Fig. 1: M1 wires
Bar = 50 um.
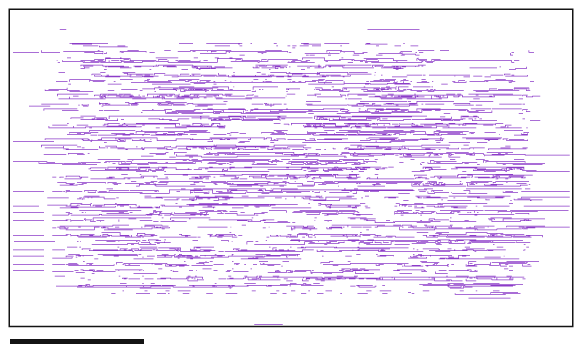
Fig. 2: the metal 2 layer
Bar = 50 um.
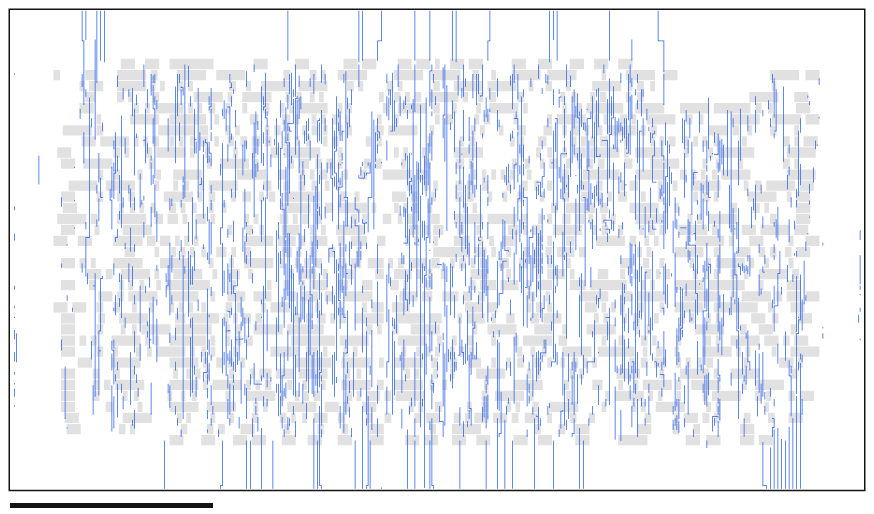
Fig. 3: M3 wires
Bar = 50 um.
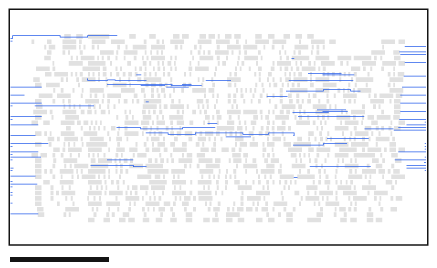
===== src/rtl/logic_unit_defs.sv =====
// Shared definitions for the serial bitwise logic unit: op codes, FSM state
// encoding and the per-slice operator function.
package logic_unit_defs;

  // Operation codes carried on the op port; 101-111 are not assigned.
  localparam logic [2:0] OP_NOT = 3'b000;
  localparam logic [2:0] OP_AND = 3'b001;
  localparam logic [2:0] OP_OR  = 3'b010;
  localparam logic [2:0] OP_XOR = 3'b011;
  localparam logic [2:0] OP_NOR = 3'b100;

  // Controller states.
  typedef enum logic [1:0] {
    S_IDLE = 2'd0,
    S_RUN  = 2'd1,
    S_DONE = 2'd2
  } state_t;

  // True when the op code names one of the five implemented operations.
  function automatic logic op_is_legal(input logic [2:0] op);
    return (op == OP_NOT) || (op == OP_AND) || (op == OP_OR) ||
           (op == OP_XOR) || (op == OP_NOR);
  endfunction

  // Counter width for a given slice count, never narrower than one bit.
  function automatic int cnt_width(input int nslice);
    return (nslice > 1) ? $clog2(nslice) : 1;
  endfunction

endpackage


===== src/rtl/logic_slice.sv =====
// Combinational SLICE-bit bitwise operator. Illegal op codes produce an
// all-zero output and raise the illegal flag. Shared with any full-width
// combinational variant of the logic unit.
module logic_slice
  import logic_unit_defs::*;
#(
  parameter int SLICE = 8
) (
  input  logic [2:0]       op,
  input  logic [SLICE-1:0] a,
  input  logic [SLICE-1:0] b,
  output logic [SLICE-1:0] y,
  output logic             illegal
);

  // Select the bitwise function; b is a don't-care for NOT.
  always_comb begin
    y       = '0;
    illegal = 1'b0;
    case (op)
      OP_NOT:  y = ~a;
      OP_AND:  y = a & b;
      OP_OR:   y = a | b;
      OP_XOR:  y = a ^ b;
      OP_NOR:  y = ~(a | b);
      default: illegal = 1'b1;
    endcase
  end

endmodule


===== src/rtl/logic_unit_serial.sv =====
// Multi-cycle bitwise logic unit. Operands are latched on an accepted start,
// then one SLICE-bit chunk is computed per clock into a working register.
// The full result, zero and illegal flags are published only on entry to
// DONE, so partial results never appear on the outputs.
module logic_unit_serial
  import logic_unit_defs::*;
#(
  parameter int WIDTH = 32,
  parameter int SLICE = 8
) (
  input  logic             clk,
  input  logic             reset,
  input  logic             start,
  input  logic [2:0]       op,
  input  logic [WIDTH-1:0] a,
  input  logic [WIDTH-1:0] b,
  output logic             busy,
  output logic             done,
  output logic [WIDTH-1:0] result,
  output logic             zero,
  output logic             illegal
);

  localparam int NSLICE = WIDTH / SLICE;
  localparam int CW     = cnt_width(NSLICE);
  localparam logic [CW-1:0] LAST_CNT = CW'(NSLICE - 1);

  // Refuse to elaborate a slicing that leaves a partial chunk.
  if ((SLICE < 1) || (WIDTH % SLICE != 0)) begin : g_bad_slice
    $error("logic_unit_serial: SLICE must divide WIDTH exactly");
  end

  state_t           state_reg;
  logic [CW-1:0]    cnt_reg;
  logic [2:0]       op_reg;
  logic [WIDTH-1:0] a_reg;
  logic [WIDTH-1:0] b_reg;
  logic [WIDTH-1:0] work_reg;

  logic [SLICE-1:0] a_sel;
  logic [SLICE-1:0] b_sel;
  logic [SLICE-1:0] slice_y;
  logic             slice_illegal;
  logic [WIDTH-1:0] work_next;
  logic             accept;

  // Chunk selection from the latched operands, driven by the slice counter.
  always_comb begin
    a_sel = a_reg[int'(cnt_reg) * SLICE +: SLICE];
    b_sel = b_reg[int'(cnt_reg) * SLICE +: SLICE];
  end

  logic_slice #(
    .SLICE (SLICE)
  ) u_slice (
    .op      (op_reg),
    .a       (a_sel),
    .b       (b_sel),
    .y       (slice_y),
    .illegal (slice_illegal)
  );

  // Working register with the current chunk replaced by the slice output;
  // this is what gets stored each RUN cycle and published after the last.
  for (genvar gi = 0; gi < NSLICE; gi++) begin : g_merge
    assign work_next[gi*SLICE +: SLICE] =
      (cnt_reg == CW'(gi)) ? slice_y : work_reg[gi*SLICE +: SLICE];
  end

  // A new request is taken from IDLE or, back-to-back, from DONE.
  assign accept = start && ((state_reg == S_IDLE) || (state_reg == S_DONE));

  // Controller: operand capture, per-slice sequencing and registered outputs.
  always_ff @(posedge clk) begin
    if (reset) begin
      state_reg <= S_IDLE;
      cnt_reg   <= '0;
      op_reg    <= OP_NOT;
      a_reg     <= '0;
      b_reg     <= '0;
      work_reg  <= '0;
      busy      <= 1'b0;
      done      <= 1'b0;
      result    <= '0;
      zero      <= 1'b0;
      illegal   <= 1'b0;
    end else begin
      done <= 1'b0;
      case (state_reg)
        S_IDLE, S_DONE: begin
          if (accept) begin
            a_reg     <= a;
            b_reg     <= b;
            op_reg    <= op;
            cnt_reg   <= '0;
            work_reg  <= '0;
            busy      <= 1'b1;
            state_reg <= S_RUN;
          end else begin
            busy      <= 1'b0;
            state_reg <= S_IDLE;
          end
        end
        S_RUN: begin
          work_reg <= work_next;
          if (cnt_reg == LAST_CNT) begin
            // The op is constant for the whole run, so the last slice's
            // illegal flag speaks for the entire operation.
            busy      <= 1'b0;
            done      <= 1'b1;
            result    <= slice_illegal ? '0 : work_next;
            zero      <= slice_illegal || (work_next == '0);
            illegal   <= slice_illegal;
            state_reg <= S_DONE;
          end else begin
            cnt_reg <= cnt_reg + 1'b1;
          end
        end
        default: begin
          busy      <= 1'b0;
          state_reg <= S_IDLE;
        end
      endcase
    end
  end

endmodule


===== config.mk =====
export PLATFORM = sky130hd
export DESIGN_NAME = logic_unit_serial
export DESIGN_NICKNAME = d
export VERILOG_FILES = /design/src/rtl/logic_unit_defs.sv /design/src/rtl/logic_slice.sv /design/src/rtl/logic_unit_serial.sv
export SDC_FILE = /design/constraint.sdc
export NUM_CORES = 1
export LEC_CHECK = 0
export ABC_AREA = 1
export CELL_PAD_IN_SITES_DETAIL_PLACEMENT = 1
export CELL_PAD_IN_SITES_GLOBAL_PLACEMENT = 1
export CORE_AREA = 10 10 200 108
export CTS_CLUSTER_SIZE = 16
export DETAILED_ROUTE_END_ITERATION = 10
export DIE_AREA = 0 0 210 118
export PLACE_DENSITY_LB_ADDON = 0.1
export REMOVE_ABC_BUFFERS = 1
export SYNTH_ARGS = -nofsm -noshare
export SYNTH_HDL_FRONTEND = slang
export SYNTH_SLANG_ARGS = --single-unit
export TNS_END_PERCENT = 5

===== constraint.sdc =====
create_clock -name clk -period 3.15 [get_ports clk]
set_input_delay 0.315 -clock clk [delete_from_list [all_inputs] [get_ports clk]]
set_output_delay 0.315 -clock clk [all_outputs]
set_load 0.01 [all_outputs]

==> results_slide.txt <==
Flow Results at a Glance

Place
  • Buffers on Ports: 105
  • Placed cell area: 7920 um^2
  • Final GP Congestion: 0.798
  • Pre-CTS WS: 0.249 ns

Power
  • Leakage: 3.70 nW
  • Peak supply drop: 383 uV
  • Power density cells: 576 nW/um^2

Clock network
  • CTS tree: yes
  • CTS Buf Count: 17
  • Htree depth: 4
  • Clock buffer depth: 2
  • Clk slew on worst S/H paths: 0.06 ns
  • Root Buffer: clkbuf_16
  • Clk latency late pin: 0.43 ns

Hold path
  • Hold wc startpoint: result[7]
  • Worst min path class: flop to flop

Critical path
  • Kind of critical path: flop to flop
  • Reg2reg start: cnt_reg[0]
  • Worst Path Buf+Inv: 2
  • R2r endpoint: zero
  • Crit path depth: 16
  • Crit-path most repeated cell: nand2_1
  • Critical Path End: zero
  • CP max stage delay: 0.49 ns
  • Worst path cell trace: buf_4, nand2_1, a32oi_2, inv_1, ha_1, nand4_1, nand2_1, nor2_4, nand3_1, nand2_1, nand2_1, nor2_1, nand2_1, nor2_1, nand2_1, a21oi_2
  • Maximum fanout along the worst path: 20
  • CP Data Arrival Time: 3.18 ns
  • Worst Setup SP: cnt_reg[0]
  • Crit path launch type: flop

Global routing
  • Met1 GRT Util: 26.6%
  • Number of global-route vias before repair: 6621
  • Pin count of the biggest net entering global routing: 71
  • GRT Total Usage: 17.6%
  • First-pass GRT wire length: 35.9 mm
  • Number of antenna violations at the first check in global routing: 0
  • Most Crowded Layer GR: met1

Timing
  • Period minus WS final: 2.82 ns
  • Pins over their slew limit: 0
  • Final hold vios: 0
  • Fmax: 355 MHz
  • Setup TNS: 0 ns
  • Tcrit/Tclk final: 89.4%
  • Max Clock Skew: 0.00750 ns
  • PnR worst setup slack: 0.333 ns
  • Slew headroom: 48.1%
  • Worst hold slack: 0.464 ns

Yosys
  • Avg Cell Area, Syn: 6.87 um^2
  • Synth unique cells: 29
  • Synth flops: 139
  • Post-synth seq share: 41.2%
  • Area share, top type: 41.2%
  • Top cell type by total area after synthesis: dfxtp_1
  • Cells after Synth: 983
  • Yosys chip area: 6750 um^2
  • Synthesized cell area: 6750 um^2
  • Ys flop type: dfxtp_1
  • Synth area leaders: dfxtp_1, nand2_1, nor2_1, a21oi_1, o21ai_0

Final layout
  • Post-layout net count: 1149
  • Final Cell Area: 8550 um^2
  • Comb area: 3440 um^2
  • N_diodes: 0
  • FF+latch area: 2780 um^2
  • Post-Route Utilization: 47.4%
  • Fillers: 2294

Run
  • Log Warnings: 36

Outcome
  • Status: complete, no violations

Detailed routing
  • 1st-iter DRT viols: 389
  • Drt drc: 0
  • WL/cell: 16.5 um

Die
  • FP Rows: 35
  • Die Y: 118 um
  • I/O Pins: 106
  • Die width: 210 um
Notes on Fig. 1 above:
main direction = horizontal
longest straight run = 56.1 um
nets with wire on the layer = 1071
via count: 6445
routed wire length: 21.7 mm

Notes on Fig. 2 above:
main direction = vertical
longest straight run = 56.8 um
grt met2 use: 23.9%

Notes on Fig. 3 above:
main direction = horizontal
longest straight run = 33.1 um
nets with wire on the layer = 70
routing usage on met3: 4.61%

where the power goes:
group | internal (mW) | switching (mW) | total [mW]
sequential | 1.85 | 0.0711 | 1.92
combinational | 0.308 | 0.521 | 0.829
clock | 1.37 | 0.811 | 2.18
area by class of cell:
| type | count | area share (%) |
|---|---|---|
| clock buffers | 21 | 5.38 |
| clock inverters | 11 | 1.96 |
| inverters | 64 | 2.93 |
| multi-input cells | 719 | 40.2 |
| flip-flops and latches | 139 | 32.5 |
| well taps | 240 | 3.51 |
| repair buffers | 118 | 13.5 |
metrics by stage:
step / instances / power (mW)
finish: 1312 / 4.93
CTS: 1312 / 4.95
floorplan: 922 / 2.45
global placement: 1280 / 2.76
detailed placement: 1280 / 2.78
global route: 1312 / 5.18
cells in the final DEF (no fill, tap or decap), types with 12 or more instances in the layout:
cell type,n
nand4_1,13
dfxtp_1,139
buf_4,12
clkbuf_16,17
nor2_1,146
ha_1,20
a21oi_1,76
nand3_1,62
nand2_1,264
clkdlybuf4s50_1,104
or2_2,31
o21ai_0,69
inv_1,55
worst min-delay path by stage:
stage / slack (ns) / end / depth (start not counted)
floorplan: 0.38 / cnt_reg[1] / 1
global placement: 0.45 / work_reg[3] / 2
detailed placement: 0.45 / work_reg[31] / 2
CTS: 0.47 / work_reg[14] / 2
global route: 0.48 / work_reg[6] / 2
finish: 0.46 / result[7] / 2
tightest hold or removal path, stage by stage (launching register included):
cell	delay, ns
dfxtp_1	0.31
nand2_1	0.06
a21oi_1	0.05
synth_stat cells, types with 3 or more instances:
cell type,number
buf_1,5
a32oi_1,8
a21oi_1,76
dfxtp_1,139
nor2_1,146
buf_6,5
nand3_1,62
nand3b_1,5
inv_1,56
buf_2,13
nand2_1,265
clkbuf_1,35
buf_4,3
nor2_4,8
nor2_2,3
nand2_2,5
nand4_1,13
inv_2,6
o21ai_0,69
or2_2,31
ha_1,20
what timing repair did:
action | in CTS | in global routing
endpoints found under the setup margin | 0 | 1
hold buffers | 0 | 0
setup buffers | 0 | 0
gates resized | 0 | 1
metal layers:
metal	up-vias	routed length, um
li1	3289	-
met1	3031	11900
met2	114	8510
met3	11	1060
met4	0	143
met5	-	0
kinds of logic (layout without fill, tap and decap cells):
logic type,after synthesis,in the layout,share of synthesized area (%)
simple gates,540,540,34.5
fa+ha+maj,20,20,3.71
buf+inv,125,214,8.06
flops,139,139,41.2
compound gates,159,159,12.5
No activity file was given, so power comes from the tool's default toggle rates.
